File: src/rtl/dmem_port_ctrl.sv
// Data-memory port controller for the memory stage: one outstanding load or store,
// valid/grant/rvalid handshake, pipeline stall while busy, timeout abort with error.
module dmem_port_ctrl #(
    parameter int unsigned TIMEOUT = 255
) (
    input  logic        clk,
    input  logic        rst_n,
    input  logic        req_valid,
    input  logic        req_we,
    input  logic [31:0] req_addr,
    input  logic [31:0] req_wdata,
    input  logic [3:0]  req_be,
    output logic        stall,
    output logic        rsp_valid,
    output logic [31:0] rsp_rdata,
    output logic        rsp_err,
    output logic        mem_req,
    output logic        mem_we,
    output logic [31:0] mem_addr,
    output logic [31:0] mem_wdata,
    output logic [3:0]  mem_be,
    input  logic        mem_gnt,
    input  logic        mem_rvalid,
    input  logic [31:0] mem_rdata
);

    typedef enum logic [1:0] {
        ST_IDLE = 2'd0,
        ST_REQ  = 2'd1,
        ST_WAIT = 2'd2,
        ST_DONE = 2'd3
    } state_t;

    localparam logic [15:0] CNT_LAST = 16'(TIMEOUT - 32'd1);

    state_t      state_r;
    state_t      state_s;
    logic        we_r;
    logic [31:0] addr_r;
    logic [31:0] wdata_r;
    logic [3:0]  be_r;
    logic [15:0] cnt_r;
    logic [31:0] rdata_r;
    logic        err_r;
    logic        expired_s;
    logic        abort_s;
    logic        load_ok_s;
    logic        busy_s;

    assign expired_s = (cnt_r == CNT_LAST);
    assign busy_s    = (state_r == ST_REQ) || (state_r == ST_WAIT);

    // Next-state selection and completion classification
    always_comb begin
        state_s   = state_r;
        abort_s   = 1'b0;
        load_ok_s = 1'b0;
        case (state_r)
            ST_IDLE: begin
                if (req_valid) begin
                    state_s = ST_REQ;
                end else begin
                    state_s = ST_IDLE;
                end
            end
            ST_REQ: begin
                if (mem_gnt) begin
                    state_s = we_r ? ST_DONE : ST_WAIT;
                end else if (expired_s) begin
                    state_s = ST_DONE;
                    abort_s = 1'b1;
                end else begin
                    state_s = ST_REQ;
                end
            end
            ST_WAIT: begin
                if (mem_rvalid) begin
                    state_s   = ST_DONE;
                    load_ok_s = 1'b1;
                end else if (expired_s) begin
                    state_s = ST_DONE;
                    abort_s = 1'b1;
                end else begin
                    state_s = ST_WAIT;
                end
            end
            ST_DONE: begin
                state_s = ST_IDLE;
            end
            default: begin
                state_s = ST_IDLE;
            end
        endcase
    end

    // State, request latch, timeout counter and response registers
    always_ff @(posedge clk) begin
        if (!rst_n) begin
            state_r <= ST_IDLE;
            we_r    <= 1'b0;
            addr_r  <= 32'd0;
            wdata_r <= 32'd0;
            be_r    <= 4'd0;
            cnt_r   <= 16'd0;
            rdata_r <= 32'd0;
            err_r   <= 1'b0;
        end else begin
            state_r <= state_s;
            if ((state_r == ST_IDLE) && req_valid) begin
                we_r    <= req_we;
                addr_r  <= {req_addr[31:2], 2'b00};
                wdata_r <= req_wdata;
                be_r    <= req_we ? req_be : 4'b1111;
            end else begin
                we_r    <= we_r;
                addr_r  <= addr_r;
                wdata_r <= wdata_r;
                be_r    <= be_r;
            end
            // Entering REQ or WAIT restarts the count; it only advances while busy
            if ((state_s != state_r) && ((state_s == ST_REQ) || (state_s == ST_WAIT))) begin
                cnt_r <= 16'd0;
            end else if (busy_s) begin
                cnt_r <= cnt_r + 16'd1;
            end else begin
                cnt_r <= cnt_r;
            end
            if (abort_s) begin
                rdata_r <= 32'd0;
            end else if (load_ok_s) begin
                rdata_r <= mem_rdata;
            end else begin
                rdata_r <= rdata_r;
            end
            if (state_s == ST_DONE) begin
                err_r <= abort_s;
            end else begin
                err_r <= err_r;
            end
        end
    end

    // Output decode; memory-side fields are forced to zero when no request is driven
    always_comb begin
        stall     = 1'b0;
        rsp_valid = 1'b0;
        mem_req   = 1'b0;
        mem_we    = 1'b0;
        mem_addr  = 32'd0;
        mem_wdata = 32'd0;
        mem_be    = 4'd0;
        case (state_r)
            ST_IDLE: begin
                stall = req_valid;
            end
            ST_REQ: begin
                stall     = 1'b1;
                mem_req   = 1'b1;
                mem_we    = we_r;
                mem_addr  = addr_r;
                mem_wdata = wdata_r;
                mem_be    = be_r;
            end
            ST_WAIT: begin
                stall = 1'b1;
            end
            ST_DONE: begin
                rsp_valid = 1'b1;
            end
            default: begin
                stall = 1'b0;
            end
        endcase
    end

    assign rsp_rdata = rdata_r;
    assign rsp_err   = err_r;

endmodule

File: config.mk
export PLATFORM = sky130hd
export DESIGN_NAME = dmem_port_ctrl
export DESIGN_NICKNAME = d
export VERILOG_FILES = /design/src/rtl/dmem_port_ctrl.sv
export SDC_FILE = /design/constraint.sdc
export NUM_CORES = 1
export LEC_CHECK = 0
export CAP_MARGIN = 20
export CORE_UTILIZATION = 39
export CTS_CLUSTER_DIAMETER = 60
export DETAILED_ROUTE_END_ITERATION = 10
export HOLD_SLACK_MARGIN = 0.03
export PLACE_DENSITY = 0.84
export SYNTH_ARGS = -nofsm -noshare
export SYNTH_HDL_FRONTEND = slang
export SYNTH_SLANG_ARGS = --single-unit
File: constraint.sdc
create_clock -name clk -period 2.3 [get_ports clk]
set_clock_uncertainty 0.2 [all_clocks]
set_input_delay 0.345 -clock clk [delete_from_list [all_inputs] [get_ports clk]]
set_output_delay 0.345 -clock clk [all_outputs]
set_load 0.005 [all_outputs]
### Sequential cells coloured by netlist name, run 1

(4 px per um)
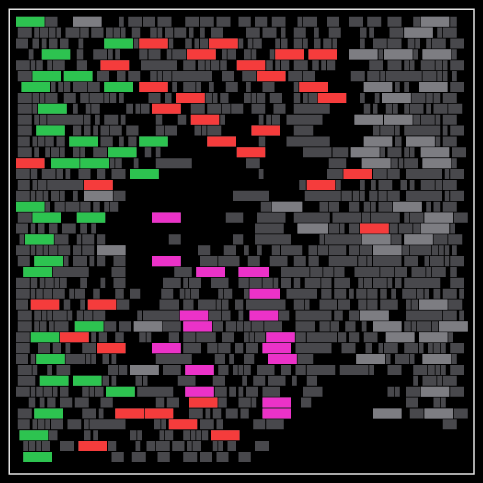
| colour | signal | flops |
|---|---|---|
| green | addr_r | 30 |
| red | wdata_r | 32 |
| magenta | cnt_r | 16 |

### M4 wires, run 1

(4 px per um) Supply wires on this layer in grey.
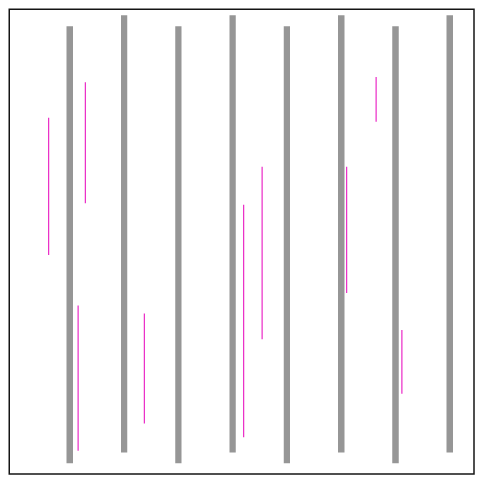
nets with wire on the layer: 6
share of all routed wire: 1.8%
longest straight run: 57.8 um
main direction: vertical
wire length on this layer: 286 um

### Signal wires by layer, run 1

(4 px per um) Two of the layers only.
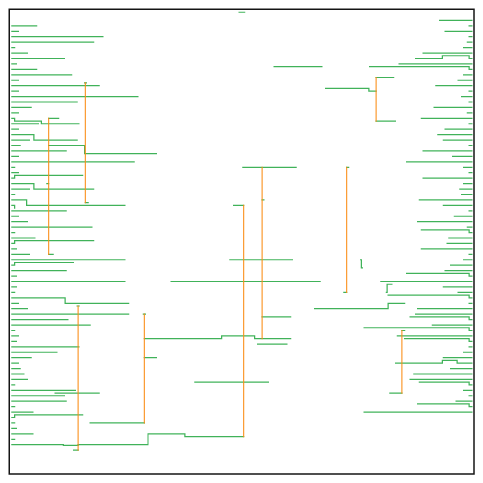
| colour | layer | wire length |
|---|---|---|
| green | metal 3 | 1690 um |
| orange | metal 4 | 286 um |

==> results.cfg, run 1 <==
; flow metrics
[yosys]
yosys_warnings = 0
yosys-stat-area_um2 = 5050
ys_seq_share = 0.468
synth_flops = 118
synth.yosys.num_cells = 638

[timing]
rsz_0062_raised_after_global_routing = true
final.setup.worst_slack_ps = -198
finalSetupViolations = 43
setup_total_negative_slack_ps = -3010

[clock_tree]
cts-buffers-inserted = 17
cts_resized = 83

[min_path]
whs_path_depth = 2
hold_class = flop to flop

[finish]
dominant_cells = combinational gates
mi_logic_area_um2 = 2630
register_area_um2 = 2370
layout.cells.non_filler = 1055
mostFrequentLayoutCells = nand2_1, clkdlybuf4s50_1, dfxtp_1
num-nets-final = 988
sh_seq_area = 0.282
area.share.combinational = 0.313

[setup_path]
arrival_ps = 2640
regToRegEndpoint = cnt_r[15]
r2r_slack_ps = -200
worstSetupEndpoint = cnt_r[15]
worstSetupEndpointType = flop
path_class = flop to flop

[pwr]
sw_frac_of_total = 0.246

[detailed_routing]
vias = 5126
ant_nets = 0
wl_um = 15900
vias_per_cell = 4.86

[run_status]
violations = negative setup slack
outcome = finished with violations

[floorplan]
chipArea_um2 = 13400
total_core_area_um2 = 12600
total_number_of_tap_cells = 172
die_width_um = 116

[place]
place_hpwl_um = 10100

[grt]
grt_overflow_total = 0
## Run 2: what changed since run 1
CTS_CLUSTER_SIZE = 10   (was not set)
### Metal 1, run 2

(4 px per um) Supply wires on this layer in grey. Cells faint in the background.
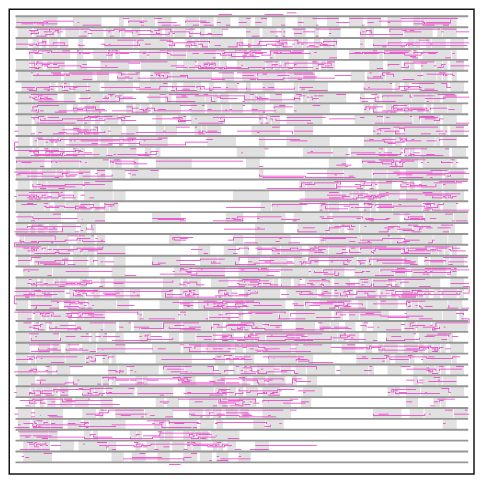
main direction: horizontal
nets with wire on the layer: 868
longest straight run: 32.7 um

==> run 2 against run 1 <==
Against the previous run:
- the flow still finishes with violations (negative setup slack)
- cell count did not move
- power did not move
- via count did not move
- sequential power is essentially flat
- critical path depth unchanged
- flip-flop count unchanged
- largest power group unchanged
==> results.cfg, run 2 <==
; flow metrics
[finish]
layout.cells.non_filler = 1055
sh_seq_area = 0.282
dominant_cells = combinational gates
final_common_cell = nand2_1
register_area_um2 = 2370
mostFrequentLayoutCells = nand2_1, clkdlybuf4s50_1, dfxtp_1
mi_logic_area_um2 = 2630
num-nets-final = 988

[yosys]
yosys_warnings = 0
synth_flops = 118
ys_seq_share = 0.468
main_combinational_cell_family_by_area_after_synthesis = simple AND/OR/NAND/NOR gates
yosys-stat-area_um2 = 5050
synth.yosys.num_cells = 638

[setup_path]
buf_inv_on_cp = 2
worstSetupEndpoint = cnt_r[15]
arrival_ps = 2640
regToRegEndpoint = cnt_r[15]
worstSetupEndpointType = flop
r2r_slack_ps = -200

[timing]
rsz_0062_raised_after_global_routing = true
setup_total_negative_slack_ps = -3010
finalSetupViolations = 43
post-route-min-period_ps = 2500
final.setup.worst_slack_ps = -198

[grt]
number_of_antenna_violations_at_the_first_check_in_global_routing = 0
global_route_wire_length_before_repair_um = 23100
grt_overflow_total = 0

[run_status]
violations = negative setup slack
outcome = finished with violations

[detailed_routing]
ant_nets = 0
vias_per_cell = 4.86
vias = 5126

[pwr]
sw_frac_of_total = 0.246
clockNetworkPower_mw = 2.44

[min_path]
hold_start = addr_r[15]
whs_path_depth = 2
hold_class = flop to flop

[clock_tree]
cts_resized = 83
cts-buffers-inserted = 17

[place]
place_hpwl_um = 10100

[floorplan]
chipArea_um2 = 13400
floorplan.core_util = 0.400
die_width_um = 116
total_number_of_tap_cells = 172
### Routing congestion map, run 2

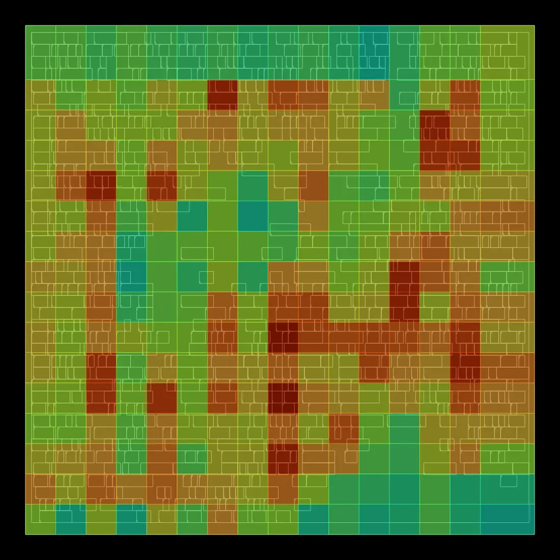
global-route met3 utilization: 0.110
layer with the highest usage: met2
met2 usage: 0.397

Power and IR drop assume default switching activity.
